<file path="config.mk">
export PLATFORM = sky130hd
export DESIGN_NAME = branch_predictor
export DESIGN_NICKNAME = d
export VERILOG_FILES = /design/src/rtl/branch_predictor.sv
export SDC_FILE = /design/constraint.sdc
export NUM_CORES = 2
export LEC_CHECK = 0
export CORE_ASPECT_RATIO = 0.9
export CORE_MARGIN = 10
export CORE_UTILIZATION = 62
export DETAILED_ROUTE_END_ITERATION = 8
export PLACE_DENSITY = 0.82
export SYNTH_ARGS = -nofsm -noshare
export SYNTH_HDL_FRONTEND = slang
export SYNTH_SLANG_ARGS = --single-unit
</file>
<file path="constraint.sdc">
create_clock -name clk -period 10.6 [get_ports clk]
set_clock_uncertainty 0.2 [all_clocks]
set_input_delay 3.18 -clock clk [delete_from_list [all_inputs] [get_ports clk]]
set_output_delay 3.18 -clock clk [all_outputs]
set_load 0.03 [all_outputs]
</file>
<file path="src/rtl/branch_predictor.sv">
// branch_predictor: direct-mapped branch target buffer with saturating
// direction counters for the pipelined MIPS core. Lookup is combinational on
// fetch_pc; resolved branches from EX update the entry named by update_index.
// Optional build macro BP_GSHARE_EN adds a non-speculative global history
// register that is XORed into the lookup index (gshare). The port list is the
// same in both builds.
module branch_predictor #(
    parameter int ENTRIES = 16,
    parameter int PC_W = 32,
    parameter int CNT_W = 2,
    localparam int IDX_W = $clog2(ENTRIES)
) (
    input  logic             clk,
    input  logic             reset,
    input  logic [PC_W-1:0]  fetch_pc,
    output logic             pred_hit,
    output logic             pred_taken,
    output logic [PC_W-1:0]  pred_target,
    output logic [IDX_W-1:0] pred_index,
    input  logic             update_valid,
    input  logic [PC_W-1:0]  update_pc,
    input  logic [IDX_W-1:0] update_index,
    input  logic             update_taken,
    input  logic [PC_W-1:0]  update_target,
    input  logic             flush
);

    localparam int TAG_W = PC_W - 2;
    localparam logic [CNT_W-1:0] CNT_ZERO = {CNT_W{1'b0}};
    localparam logic [CNT_W-1:0] CNT_MAX  = {CNT_W{1'b1}};
    localparam logic [CNT_W-1:0] CNT_ONE  = CNT_W'(1'b1);
    // New entries start weakly taken: only the counter MSB set.
    localparam logic [CNT_W-1:0] CNT_WEAK = CNT_ONE << (CNT_W - 1);

    // Flip-flop table so a single-cycle flush can clear every valid bit.
    logic             valid_r  [ENTRIES];
    logic [TAG_W-1:0] tag_r    [ENTRIES];
    logic [PC_W-1:0]  target_r [ENTRIES];
    logic [CNT_W-1:0] cnt_r    [ENTRIES];

    logic [IDX_W-1:0] lookup_idx_s;
    logic             lookup_hit_s;
    logic             upd_hit_s;
    logic [CNT_W-1:0] cnt_cur_s;
    logic [CNT_W-1:0] cnt_inc_s;
    logic [CNT_W-1:0] cnt_dec_s;

    // Byte-offset bits never take part in indexing or tagging.
    logic unused_s;
    assign unused_s = ^{fetch_pc[1:0], update_pc[1:0]};

`ifdef BP_GSHARE_EN
    logic [IDX_W-1:0] ghr_r;
    logic [IDX_W-1:0] ghr_next_s;

    // Shift the resolved direction into the history; a left shift by one
    // also covers the single-bit history case.
    always_comb begin
        ghr_next_s = (ghr_r << 1'b1) | IDX_W'(update_taken);
    end

    // Global history: cleared by reset/flush, advanced on accepted updates.
    always_ff @(posedge clk) begin
        if (reset) begin
            ghr_r <= {IDX_W{1'b0}};
        end else if (flush) begin
            ghr_r <= {IDX_W{1'b0}};
        end else if (update_valid) begin
            ghr_r <= ghr_next_s;
        end else begin
            ghr_r <= ghr_r;
        end
    end

    // Gshare lookup index.
    always_comb begin
        lookup_idx_s = fetch_pc[IDX_W+1:2] ^ ghr_r;
    end
`else
    // Bimodal lookup index straight from the word address.
    always_comb begin
        lookup_idx_s = fetch_pc[IDX_W+1:2];
    end
`endif

    // Combinational lookup; tag holds the full word address so no false hits.
    always_comb begin
        lookup_hit_s = valid_r[lookup_idx_s] &&
                       (tag_r[lookup_idx_s] == fetch_pc[PC_W-1:2]);
        pred_index   = lookup_idx_s;
        pred_hit     = lookup_hit_s;
        if (lookup_hit_s) begin
            pred_taken  = cnt_r[lookup_idx_s][CNT_W-1];
            pred_target = target_r[lookup_idx_s];
        end else begin
            pred_taken  = 1'b0;
            pred_target = {PC_W{1'b0}};
        end
    end

    // Update-side hit test and saturating counter arithmetic.
    always_comb begin
        upd_hit_s = valid_r[update_index] &&
                    (tag_r[update_index] == update_pc[PC_W-1:2]);
        cnt_cur_s = cnt_r[update_index];
        if (cnt_cur_s == CNT_MAX) begin
            cnt_inc_s = cnt_cur_s;
        end else begin
            cnt_inc_s = cnt_cur_s + CNT_ONE;
        end
        if (cnt_cur_s == CNT_ZERO) begin
            cnt_dec_s = cnt_cur_s;
        end else begin
            cnt_dec_s = cnt_cur_s - CNT_ONE;
        end
    end

    // Table state: reset clears everything, flush drops valids and wins
    // over a coincident update, otherwise apply the resolved branch.
    always_ff @(posedge clk) begin
        if (reset) begin
            for (int i = 0; i < ENTRIES; i++) begin
                valid_r[i]  <= 1'b0;
                tag_r[i]    <= {TAG_W{1'b0}};
                target_r[i] <= {PC_W{1'b0}};
                cnt_r[i]    <= CNT_ZERO;
            end
        end else if (flush) begin
            for (int i = 0; i < ENTRIES; i++) begin
                valid_r[i] <= 1'b0;
            end
        end else if (update_valid) begin
            case ({upd_hit_s, update_taken})
                2'b11: begin
                    cnt_r[update_index]    <= cnt_inc_s;
                    target_r[update_index] <= update_target;
                end
                2'b10: begin
                    cnt_r[update_index] <= cnt_dec_s;
                end
                2'b01: begin
                    valid_r[update_index]  <= 1'b1;
                    tag_r[update_index]    <= update_pc[PC_W-1:2];
                    target_r[update_index] <= update_target;
                    cnt_r[update_index]    <= CNT_WEAK;
                end
                default: begin
                    // Miss and not taken: nothing to record.
                end
            endcase
        end else begin
            // No update this cycle; table holds.
        end
    end

endmodule

</file>
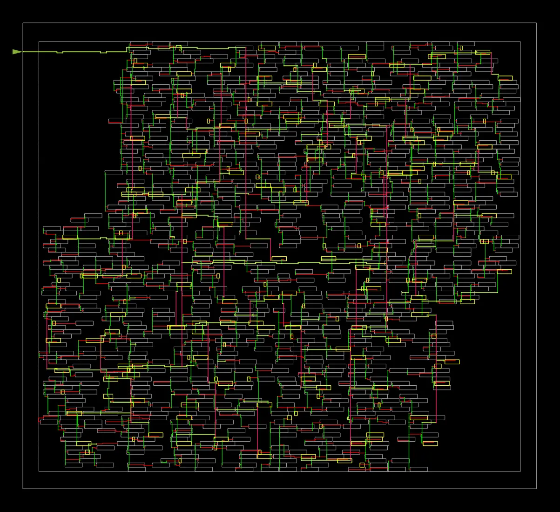
**Above:** clock wiring as the flow saved it.
Clock Sinks: 1040
CTS buffer count: 106
CLK BUF: 120
clock network power: 3.76 mW
sequential cell count: 1040

==> reports/metrics.yaml <==
outcome:
  status: "finished, final reports clean"
worst_setup_path:
  cp_common_cell: "buf_4"
  crit_chain: "buf_16 > buf_4 > mux4_2 > mux4_2 > xnor2_1 > nand4_1 > nor4_4 > buf_4 > nand4_1 > buf_12 > nor2b_1 > buf_4 > buf_12"
  ff2ff_path_depth: 12
  cp-end-kind: "output port"
  worstSetupPathType: "in -> out"
  reg2reg_from: "tag_r[3][6]"
  cp_slowest_cell: "mux4_2"
yosys:
  synthArstFlopShare: 0
  syn_area_sq_um: 52000
  synth_warnings: 0
  synth_top_area_share: 0.5913
  synthCells: 3293
  synth_cell_type_count: 64
  logic_family: "multiplexers"
  ys_sh_mux: 0.1990
  fa_ha_area_frac: 0
cts:
  root_buffer: "clkbuf_16"
  worstSkewPairLatency_ns: 0.72
  cts.htree.levels: 3
finish:
  finalNonFillerCells: 4531
  comb_cells: 1913
  final-comb-area_sq_um: 19580
  bufAreaShareNonClock: 0.04236
  layout.nets: 3415
  nFillCells: 5003
  inverters: 6
  clkCellAreaFrac: 0.05988
global_route:
  grt_pass1_wl_microns: 216900
  gr-usage-all-layers: 0.3095
final_timing:
  final.period_utilization: 0.9819
  slew_violations: 0
  setup-tns-final_ns: 0
  setup_viol: 0
power_and_ir_drop:
  peakVddDrop_uv: 150.0
route:
  via_count: 31630
  wl_per_cell_microns: 32.74
  drc: 0
place:
  dp_hpwl_microns: 81580
  placedInstanceArea_sq_um: 54510
  place_inst: 4324
floorplan:
  die_area_sq_um: 95870
  rows: 100
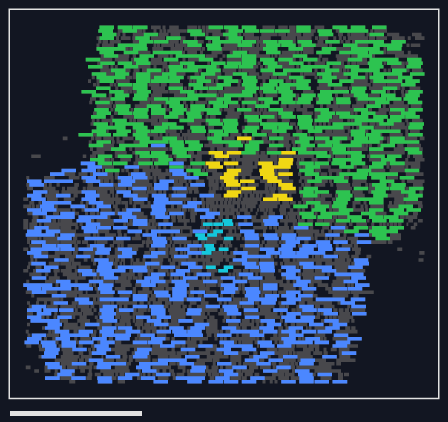
**Above:** register map, names as in the netlist.
Bar = 100 microns.
- cyan: `valid_r` (flops 16; where center)
- yellow: `cnt_r` (flops 32; where center)
- green: `target_r` (flops 512)
- blue: `tag_r` (flops 480)
Seq group: 4.81 mW
flop share of the area: 0.5353

cells in the mapped netlist (6+ instances only):
cell       instances
nor2b_1           42
and2_1           980
a21oi_1           10
buf_2             43
nor3b_1           16
o21bai_1          15
nor3_1            20
nand3_1           14
o22ai_1           11
nor2_1            31
nand2b_1           6
buf_1             33
nand4_1            6
clkbuf_1         231
xnor2_1           34
mux2_2            18
a2111oi_2         10
mux2i_1           83
nand2_1           17
or2_2             33
o21ai_0           14
dfxtp_1           16
mux4_2           413
buf_4             14
buf_6             12
edfxtp_1        1024
a21o_1            16
a221oi_1           7
a22oi_1            9
nor4_1            26
xor2_1            39
state kept, by name, summed over array words and instances (netlist names):
name,count
tag_r,480
cnt_r,32
valid_r,16
target_r,512
cell usage in the layout, fill, tap and decap left out, drive strengths merged, types with 3 or more instances in the layout:
| master | count |
|---|---|
| edfxtp | 1024 |
| and2 | 980 |
| mux4 | 413 |
| buf | 145 |
| clkbuf | 121 |
| clkdlybuf4s50 | 97 |
| mux2i | 83 |
| clkinv | 59 |
| nor2b | 42 |
| xor2 | 39 |
| xnor2 | 34 |
| or2 | 34 |
| nor2 | 32 |
| nor4 | 26 |
| nor3 | 21 |
| mux2 | 19 |
| nand2 | 17 |
| a2111oi | 17 |
| nor3b | 16 |
| a21o | 16 |
| dfxtp | 16 |
| o21bai | 15 |
| nand3 | 14 |
| o21ai | 14 |
| diode | 11 |
| o22ai | 11 |
| a21oi | 10 |
| bufinv | 10 |
| a22oi | 9 |
| inv | 9 |
| a221oi | 8 |
| nand2b | 6 |
| nand4 | 6 |
| o211ai | 6 |
| clkinvlp | 4 |
| o2111ai | 3 |
layer usage:
layer / routed length [microns] / vias to the layer above
li1: - / 12490
met1: 50880 / 16030
met2: 70280 / 2710
met3: 22220 / 396
met4: 4937 / 8
met5: 49 / -
Power figures rest on the tool's default switching activity, not on a simulated workload.
